<file path="src/rtl/sync_fifo_ctrl_if.sv">
// Write/read valid-ready handshake bundle for the synchronous FIFO controller.
// master = producer/consumer side, slave = FIFO side.
interface sync_fifo_ctrl_if #(
  parameter int DW = 18
) ();
  logic          in_vld;
  logic          in_rdy;
  logic [DW-1:0] in_data;
  logic          out_vld;
  logic          out_rdy;
  logic [DW-1:0] out_data;

  modport master (
    output in_vld, in_data, out_rdy,
    input  in_rdy, out_vld, out_data
  );

  modport slave (
    input  in_vld, in_data, out_rdy,
    output in_rdy, out_vld, out_data
  );
endinterface

</file>
<file path="src/rtl/sync_fifo_ctrl.sv">
// Synchronous FIFO control: wrap-bit pointers, occupancy count, almost-full
// flag and clearable high-water mark. Storage is an external 2-port RAM with
// combinational read; this block only drives its address/data/enable.
module sync_fifo_ctrl #(
  parameter int DW           = 18,
  parameter int AW           = 7,
  parameter int AFULL_THRESH = 2**AW - 4
) (
  input  logic          clk,
  input  logic          rst,
  sync_fifo_ctrl_if.slave bus,
  output logic [AW:0]   count,
  output logic          afull,
  output logic [AW:0]   hwm,
  input  logic          hwm_clr,
  output logic          ram_wen,
  output logic [AW-1:0] ram_wr_addr,
  output logic [DW-1:0] ram_wr_data,
  output logic [AW-1:0] ram_rd_addr,
  input  logic [DW-1:0] ram_rd_data
);
  localparam logic [AW:0] FULL_CNT = (AW+1)'(2**AW);
  localparam logic [AW:0] AF_CNT   = (AW+1)'(AFULL_THRESH);
  localparam logic [AW:0] ONE      = (AW+1)'(1);

  logic [AW:0] wr_ptr, rd_ptr, count_nxt;
  logic        push, pop;

  // Flags come straight from the registered count, so full blocks a push even
  // when a pop happens in the same cycle (and empty likewise blocks a pop).
  assign bus.in_rdy  = (count != FULL_CNT);
  assign bus.out_vld = (count != '0);

  // in_rdy reads 1 during reset, so reset must gate the handshake itself.
  assign push = bus.in_vld  & bus.in_rdy  & ~rst;
  assign pop  = bus.out_vld & bus.out_rdy & ~rst;

  assign ram_wen      = push;
  assign ram_wr_addr  = wr_ptr[AW-1:0];
  assign ram_wr_data  = bus.in_data;
  assign ram_rd_addr  = rd_ptr[AW-1:0];
  // rd_ptr only moves on a pop, so the head word is held while stalled.
  assign bus.out_data = ram_rd_data;

  // Next occupancy: simultaneous push and pop cancel out.
  always_comb begin
    count_nxt = count;
    case ({push, pop})
      2'b10:   count_nxt = count + ONE;
      2'b01:   count_nxt = count - ONE;
      default: count_nxt = count;
    endcase
  end

  // Pointers advance one entry per handshake and wrap through the MSB.
  always_ff @(posedge clk or posedge rst) begin
    if (rst) begin
      wr_ptr <= '0;
      rd_ptr <= '0;
    end else begin
      if (push) wr_ptr <= wr_ptr + ONE;
      if (pop)  rd_ptr <= rd_ptr + ONE;
    end
  end

  // Occupancy, almost-full and high-water mark; a clear takes priority over
  // a new maximum and restarts tracking from the post-update count.
  always_ff @(posedge clk or posedge rst) begin
    if (rst) begin
      count <= '0;
      afull <= 1'b0;
      hwm   <= '0;
    end else begin
      count <= count_nxt;
      afull <= (count_nxt >= AF_CNT);
      if (hwm_clr)              hwm <= count_nxt;
      else if (count_nxt > hwm) hwm <= count_nxt;
    end
  end
endmodule

</file>
<file path="src/flat_wrapper.sv">
// flat-port wrapper written by rule: the top's interface ports become plain ports
module sync_fifo_ctrl_flat 
#(
  parameter int DW           = 18,
  parameter int AW           = 7,
  parameter int AFULL_THRESH = 2**AW - 4
)
  (clk, rst, count, afull, hwm, hwm_clr, ram_wen, ram_wr_addr, ram_wr_data, ram_rd_addr, ram_rd_data, bus_in_vld, bus_in_data, bus_out_rdy, bus_in_rdy, bus_out_vld, bus_out_data);
  sync_fifo_ctrl_if #(.DW(DW)) bus_i ();
  input  logic clk;
  input  logic rst;
  output logic [AW:0] count;
  output logic afull;
  output logic [AW:0] hwm;
  input  logic hwm_clr;
  output logic ram_wen;
  output logic [AW-1:0] ram_wr_addr;
  output logic [DW-1:0] ram_wr_data;
  output logic [AW-1:0] ram_rd_addr;
  input  logic [DW-1:0] ram_rd_data;
  input wire logic [$bits(bus_i.in_vld)-1:0] bus_in_vld;
  input wire logic [$bits(bus_i.in_data)-1:0] bus_in_data;
  input wire logic [$bits(bus_i.out_rdy)-1:0] bus_out_rdy;
  output wire logic [$bits(bus_i.in_rdy)-1:0] bus_in_rdy;
  output wire logic [$bits(bus_i.out_vld)-1:0] bus_out_vld;
  output wire logic [$bits(bus_i.out_data)-1:0] bus_out_data;
  assign bus_i.in_vld = bus_in_vld;
  assign bus_i.in_data = bus_in_data;
  assign bus_i.out_rdy = bus_out_rdy;
  assign bus_in_rdy = bus_i.in_rdy;
  assign bus_out_vld = bus_i.out_vld;
  assign bus_out_data = bus_i.out_data;
  sync_fifo_ctrl #(.DW(DW), .AW(AW), .AFULL_THRESH(AFULL_THRESH)) u_core (.clk(clk), .rst(rst), .bus(bus_i), .count(count), .afull(afull), .hwm(hwm), .hwm_clr(hwm_clr), .ram_wen(ram_wen), .ram_wr_addr(ram_wr_addr), .ram_wr_data(ram_wr_data), .ram_rd_addr(ram_rd_addr), .ram_rd_data(ram_rd_data));
endmodule
</file>
<file path="config.mk">
export PLATFORM = sky130hd
export DESIGN_NAME = sync_fifo_ctrl_flat
export DESIGN_NICKNAME = d
export VERILOG_FILES = /design/src/rtl/sync_fifo_ctrl_if.sv /design/src/rtl/sync_fifo_ctrl.sv /design/src/flat_wrapper.sv
export SDC_FILE = /design/constraint.sdc
export NUM_CORES = 1
export LEC_CHECK = 0
export CAP_MARGIN = 20
export CORE_ASPECT_RATIO = 1.4
export CORE_MARGIN = 10
export CORE_UTILIZATION = 30
export CTS_CLUSTER_SIZE = 10
export DETAILED_ROUTE_END_ITERATION = 10
export PLACE_DENSITY = 0.71
export SLEW_MARGIN = 20
export SYNTH_ARGS = -nofsm -noshare
export SYNTH_HDL_FRONTEND = slang
export SYNTH_SLANG_ARGS = --single-unit
</file>
<file path="constraint.sdc">
create_clock -name clk -period 4.9 [get_ports clk]
set_input_delay 0.49 -clock clk [delete_from_list [all_inputs] [get_ports clk]]
set_output_delay 0.49 -clock clk [all_outputs]
set_load 0.02 [all_outputs]
</file>
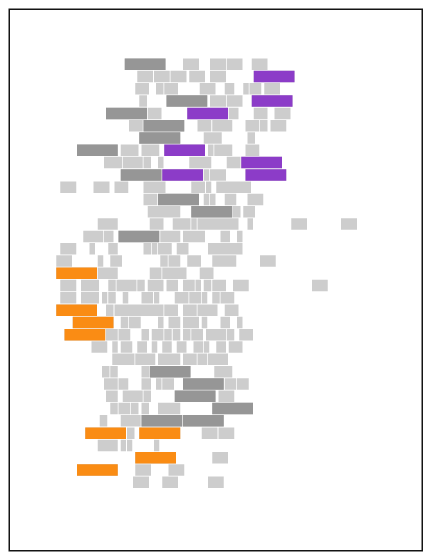
Figure 1: run 1, sequential cells grouped by signal name.
Other sequential cells in the stronger grey, the rest of the logic in the fainter grey.
- orange: u_core.hwm (sequential cells 8)
- purple: u_core.wr_ptr (sequential cells 7; where top middle)
Post-Route Utilization: 36.62%
sequential standard cell area: 775.7 µm²
sequential power: 0.490 mW
Seq area share: 30.54%

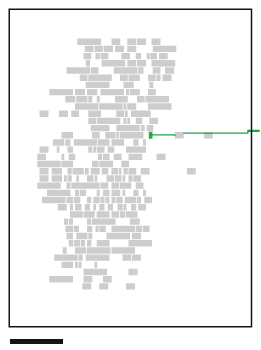
Figure 2: run 1, port wiring.
Bar = 20 µm.
- green: bus_in_rdy (direction output; edge right; end cells 1; buffers 1; wire 35.5 µm)
total I/O pin count: 111
number of buffers added on ports: 38

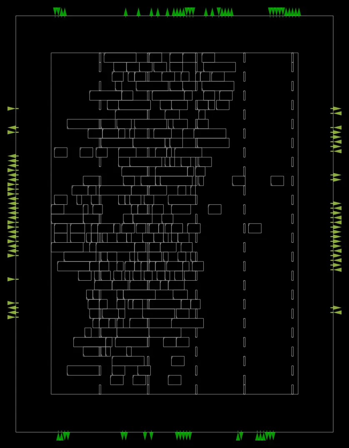
Figure 3: run 1, placement view.
layout filler cell count: 706
final standard cell count with taps included and fillers excluded: 322

==> impl_metrics.tcl, run 1 <==
# place-and-route summary
set metrics [dict create \
    outcome "complete, no violations" \
    finalClockPeriodUsage_pct 94.65 \
    ys_types 43 \
    ctsHoldBuffers 0 \
    via_to_cell_ratio 4.919 \
    cts-htree-levels 2 \
    critPathMaxFanout 9 \
    r2r-start "u_core.count[5]$_DFF_PP0_" \
    cp_num_cells 15 \
    dr.max_layer_used "met4" \
    met1_usage_pct 9.169 \
    critical-path-top-delay-family "simple AND/OR/NAND/NOR gates" \
    num-multi-input-gates 129 \
    grt_max_degree 32 \
    yosys.area.top_type_share_pct 36.62 \
    seq_power_share_pct 26.2 \
    worstPathArrival_ns 4.81 \
    setup-violations-final 0 \
    per_instance_average_area_after_synthesis_um2 10.04 \
    critical_path.max_stage_delay_ns 0.56 \
    n_clock_buffer 6 \
    gr-usage-all-layers_pct 9.126 \
    internal_power_mw 1.065 \
    cts-root-to-sink-buffers 2 \
    power_frac_comb_pct 59.8 \
    power_consumed_by_combinational_cells_mw 1.12 \
    grt.met3_usage_pct 2.954 \
    route.met3.wl_um 267 \
    synth.cells.most_frequent "buf_4 (36), dfrtp_1 (31), ha_1 (17)" \
    synth-xor-area-share_pct 5.789 \
    die_x_um 91.02 \
    warnings 26 \
    reg2reg_setup_slack_ns 0.26 \
    postRouteAntennaNets 0 \
    lay_top_count "clkdlybuf4s50_1" \
    clock_sinks 31 \
    layout.nets 285 \
    hold_path.class "reg -> reg" \
    vias 1584 \
    detail_route.iter0.violations 44 \
    p_sw_share_pct 43.20 \
    rows 36 \
    min_delay_worst_endpoint "u_core.rd_ptr[6]$_DFFE_PP0P_" \
    comb_area_share_pct 40.74 \
    fraction_of_the_mapped_netlist_area_in_adder_cells_pct 10.99 \
    synth_async_sr_flop_share_pct 100.0 \
    max_freq_mhz 215.6 \
    post_drt_wl_per_cell_um 15.55 \
    number_of_buffers_inserted_to_repair_setup_after_cts 0 \
    cp-end-kind "register" \
    num-nonclk-buffers 47 \
    numSequentialCells 31 \
    tightest_slew_ns 0.4335 \
    worst_clock_skew_ns 0.005615 \
    most-common-layout-cells "clkdlybuf4s50_1 (38), dfrtp_1 (31), ha_1 (14), inv_1 (12), nand2_1 (12)" \
    clockNetworkPower_mw 0.263 \
    synthesis.nets 270 \
    slew_headroom_pct 70.79 \
    synth.most_common_cell "buf_4" \
    die_h_um 119.4 \
    clock_cell_share_pct 4.631 \
    grt_setup_unrepaired "no" \
    wl_met2_um 2715 \
    ir_drop_worst_vdd_v 0.0003596 \
    largest_cell_class "combinational gates" \
    timing.final.crit_period_ns 4.638 \
]
## run 1: metrics by stage
| stage | util, % | setup slack [ns] | instance area, µm² | instances | hold slack, ns |
|---|---|---|---|---|---|
| 6_report | 36.62 | 0.2623 | 2540 | 322 | 0.4702 |
| 5_1_grt | 36.62 | 0.03372 | 2540 | 322 | 0.5000 |
| 4_1_cts | 36.38 | 0.09514 | 2524 | 322 | 0.4785 |
| 3_5_place_dp | 34.65 | 0.003308 | 2404 | 314 | 0.4682 |
| 3_3_place_gp | 34.65 | 0.1331 | 2404 | 314 | 0.4631 |
| 2_1_floorplan | - | 0.01591 | 2118 | 211 | 0.5822 |
Figure 4. The metal 2 layer (run 1).
Bar = 20 µm.
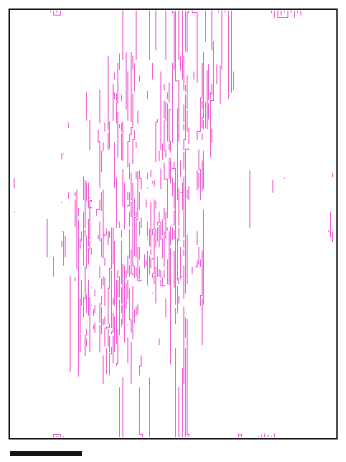

==> run 2: changes to the inputs <==
Settings changed: RECOVER_POWER set to 50.
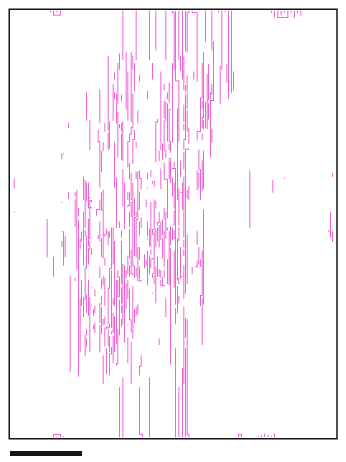
Figure 5: run 2, the metal 2 layer.
Bar = 20 µm.
- share of all routed wire: 54%
- main direction: vertical
- nets with wire on the layer: 246
- longest straight run: 43.5 µm
- wire length on this layer: 2710 µm
wirelength, routed: 5011 µm
global routing met2 resource utilization: 16.25%
DR vias: 1584

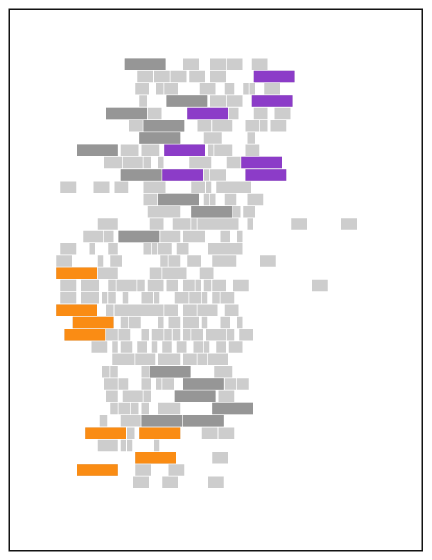
Figure 6: run 2, sequential cells grouped by signal name.
Other sequential cells in the stronger grey, the rest of the logic in the fainter grey.
- purple: u_core.wr_ptr (sequential cells 7; where top middle)
- orange: u_core.hwm (sequential cells 8)
- not coloured: 16
Post-Route Utilization: 36.56%
Seq area share: 30.59%

==> run 2 against run 1 <==
The run now ends with max-capacitance violations, max-slew violations left. Combinational power hardly changed. Maximum frequency hardly changed. Design area is 0.15% lower. Die size stayed put. Clock skew hardly changed. Largest power group unchanged.
==> impl_metrics.tcl, run 2 <==
# place-and-route summary
set metrics [dict create \
    seq_area_um2 775.7 \
    final_cells 322 \
    via_to_cell_ratio 4.919 \
    synthesis.nets 270 \
    power_consumed_by_combinational_cells_mw 1.12 \
    n_clock_buffer 6 \
    placement.cell_area_mm2 0.002404 \
    per_instance_average_area_after_synthesis_um2 10.04 \
    slew_headroom_pct -15.73 \
    layout_setup_ws_ns 0.2623 \
    num-nonclk-buffers 47 \
    synth.most_common_cell "buf_4" \
    cts-htree-levels 2 \
    hold_path.class "reg -> reg" \
    grt_setup_unrepaired "no" \
    postRouteAntennaNets 0 \
    numSequentialCells 31 \
    synth.cells.most_frequent "buf_4 (36), dfrtp_1 (31), ha_1 (17)" \
    slew_viol_final 32 \
    cp-end-kind "register" \
    clockNetworkPower_mw 0.263 \
    num-multi-input-gates 129 \
    worstHoldPathCells 1 \
    antenna_cells_inserted 0 \
    setup-violations-final 0 \
    preCtsSetupSlack_ns 0.003308 \
    maxCapViolCount 1 \
    worstPathArrival_ns 4.81 \
    detail_route.iter0.violations 43 \
    grt.overflow.total 0 \
    comb_area_share_pct 40.80 \
    layout.nets 285 \
    internal_power_mw 1.064 \
    lay_top_count "clkdlybuf4s50_1" \
    clock_cell_share_pct 4.637 \
    min_delay_worst_endpoint "u_core.rd_ptr[6]$_DFFE_PP0P_" \
    seq_power_share_pct 26.2 \
    fraction_of_the_mapped_netlist_area_in_adder_cells_pct 10.99 \
    final_cell_area_mm2 0.002536 \
    cts-root-buf "clkbuf_8" \
    most-common-layout-cells "clkdlybuf4s50_1 (37), dfrtp_1 (31), ha_1 (14), inv_1 (12), nand2_1 (12)" \
    reg2reg_setup_slack_ns 0.26 \
    warnings 26 \
    synth_async_sr_flop_share_pct 100.0 \
    critical-path-top-delay-family "simple AND/OR/NAND/NOR gates" \
    max_freq_mhz 215.6 \
    tightest_slew_ns 1.736 \
    synth-xor-area-share_pct 5.789 \
    die_h_um 119.4 \
    critPathMaxFanout 9 \
    ctsHoldBuffers 0 \
    failed_checks "max-capacitance violations, max-slew violations" \
    seq_power_mw 0.490 \
    finalClockPeriodUsage_pct 94.65 \
    number_of_buffers_inserted_to_repair_setup_after_cts 0 \
    ys_top_cells_by_area "dfrtp_1 (37%), buf_4 (13%), ha_1 (10%)" \
    ioPinCount 111 \
    place_congestion 0.8302 \
    post_drt_wl_per_cell_um 15.56 \
    port_buffers 38 \
    r2r-start "u_core.count[5]$_DFF_PP0_" \
    filler_cell_count 706 \
    critical_path.max_stage_delay_ns 0.56 \
    worst_clock_skew_ns 0.005618 \
    clock_sinks 31 \
    ys_types 43 \
    largest_cell_class "combinational gates" \
    power_frac_comb_pct 59.8 \
    gr-usage-all-layers_pct 9.126 \
    die_x_um 91.02 \
    grt_max_degree 32 \
    kind_of_critical_path "reg -> reg" \
    ir_drop_worst_vdd_v 0.0003596 \
    p_sw_share_pct 43.22 \
    cts-root-to-sink-buffers 2 \
    outcome "complete, but fails checks" \
    placed_cells 314 \
]
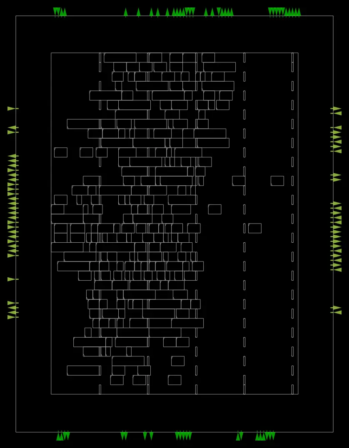
Figure 7: run 2, placement view.
number of tap cells inserted: 95
Placement Rows: 36

-- run 2: cell count changes in the layout (fill, tap and decap cells not counted), sizes merged --
| cell | before | now |
|---|---|---|
| buf | 9 | 8 |
| clkbuf | 6 | 7 |
| clkdlybuf4s50 | 38 | 37 |
| dlygate4sd3 | 0 | 1 |
-- run 2: routing by layer --
metal	routed length, µm	vias up	GRT usage (%)	part of all wire (%)
met5	0	-	0	0
met4	139	0	5.010	2.8
met3	267	13	2.954	5.3
met2	2714	33	16.25	54
met1	1890	789	9.169	38
li1	-	749	-	-
-- run 2: through the flow --
stage / hold slack (ns) / util, %
floorplan: 0.5822 / -
global placement: 0.4631 / 34.65
detailed placement: 0.4682 / 34.65
CTS: 0.4785 / 36.38
global route: 0.5000 / 36.56
finish: 0.4702 / 36.56
Figure 8. Port wiring (run 2).
Bar = 20 µm.
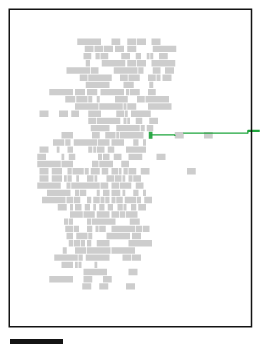

==> run 3: changes to the inputs <==
Settings changed: CORE_UTILIZATION 30 to 35, PLACE_DENSITY 0.71 to 0.8.
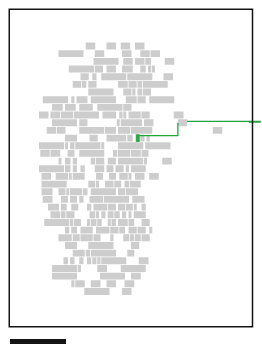
Figure 9: run 3, port wiring.
Bar = 20 µm.
- green: bus_in_rdy (direction output; edge right; end cells 1; buffers 1; wire 41.2 µm)

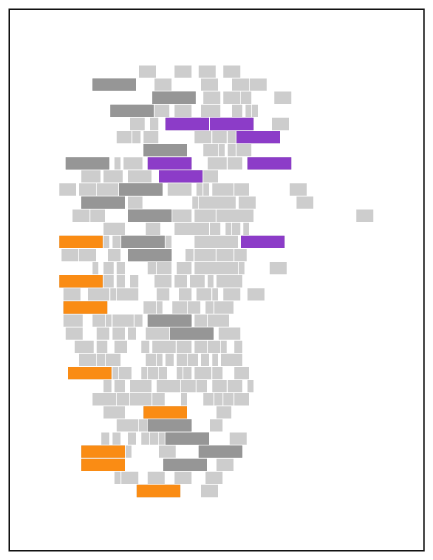
Figure 10: run 3, sequential cells grouped by signal name.
Other sequential cells in the stronger grey, the rest of the logic in the fainter grey.
- purple: u_core.wr_ptr (sequential cells 7)
- orange: u_core.hwm (sequential cells 8)
- not coloured: 16
Seq area share: 31.36%
Post-Route Utilization: 42.19%
sequential power: 0.500 mW

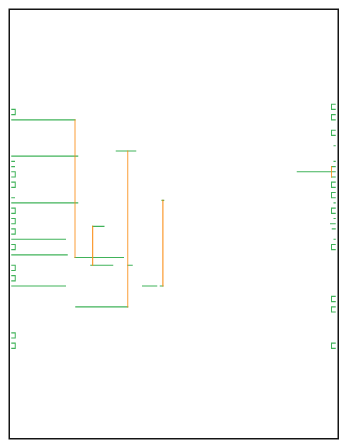
Figure 11: run 3, routed metal, one colour a layer.
Two of the layers only.
- orange: met4 (wire length 112 µm)
- green: met3 (wire length 223 µm)
wirelength, routed: 4701 µm
DR vias: 1533
final routed wire length divided by cell count: 15.99 µm

==> run 3 against run 2 <==
The flow still finishes with violations (max-capacitance violations, max-slew violations). Power down 3.2%. Routed wire length is 6.2% lower. Die size fell by 12%. Final cell count is 8.7% lower. Core utilization rose by 5.6 points. Combinational power about the same. Clock skew rose by 0.00071 ns. Via count fell by 3.2%. Sequential share of layout area increased by 0.77 points. Worst hold slack better by 0.0084 ns. Largest power group unchanged. Highest routed layer unchanged.
==> impl_metrics.tcl, run 3 <==
# place-and-route summary
set metrics [dict create \
    outcome "complete, but fails checks" \
    failed_checks "max-capacitance violations, max-slew violations" \
    cts-root-to-sink-buffers 2 \
    synth_async_sr_flop_share_pct 100.0 \
    cp-end-kind "register" \
    finalClockPeriodUsage_pct 95.07 \
    global_route.usage.met2_pct 17.99 \
    worstPathArrival_ns 4.82 \
    ys_top_cells_by_area "dfrtp_1 (37%), buf_4 (13%), ha_1 (10%)" \
    yosys.area.top_type_share_pct 36.62 \
    detail_route.iter0.violations 40 \
    layout.nets 283 \
    timing.final.crit_period_ns 4.659 \
    grt-busiest-layer "met2" \
    slew_viol_final 32 \
    power_consumed_by_combinational_cells_mw 1.11 \
    fin_worst_hold_slack_ns 0.4786 \
    min_delay_worst_endpoint "u_core.rd_ptr[6]$_DFFE_PP0P_" \
    cts-root-buf "clkbuf_8" \
    via_to_cell_ratio 5.214 \
    placement.cell_area_mm2 0.002357 \
    maxCapViolCount 1 \
    worst_clock_skew_ns 0.006332 \
    slew_headroom_pct -14.06 \
    seq_area_um2 775.7 \
    dr.max_layer_used "met4" \
    layout_setup_ws_ns 0.2414 \
    route.met3.wl_um 223 \
    number_of_buffers_inserted_to_repair_setup_after_cts 0 \
    ioPinCount 111 \
    port_buffers 38 \
    filler_cell_count 578 \
    clockNetworkPower_mw 0.203 \
    p_sw_share_pct 44.06 \
    preCtsSetupSlack_ns 0.03080 \
    clock_cell_share_pct 3.541 \
    placed_cells 287 \
    final_cell_area_mm2 0.002474 \
    synth.most_common_cell "buf_4" \
]
==> run 3: cell counts after synthesis <==
Identical to the previous run, type by type.
==> run 3: cells by family (layout without fill, tap and decap cells) <==
kind of cell / Yosys count / in the layout
AND-OR/OR-AND: 38 / 38
buffers and inverters: 51 / 64
adder cells (fa/ha/maj): 18 / 18
multiplexers: 5 / 5
XOR/XNOR: 14 / 14
flip-flops: 31 / 31
AND/OR/NAND/NOR: 54 / 54
==> run 3: worst max-delay path, cell delays in order, from the launching register on <==
cell and delay (ns):
dfrtp_1 0.41, or4_4 0.57, o41a_4 0.50, ha_4 0.22, ha_2 0.39, o211ai_1 0.14
or3_1 0.42, a211oi_1 0.28, or3_1 0.20, nand2_1 0.09, ha_1 0.31, o21ai_0 0.12
o211ai_1 0.19, o31a_1 0.17, and2_1 0.18, mux2_2 0.34
No activity file was given, so power comes from the tool's default toggle rates.
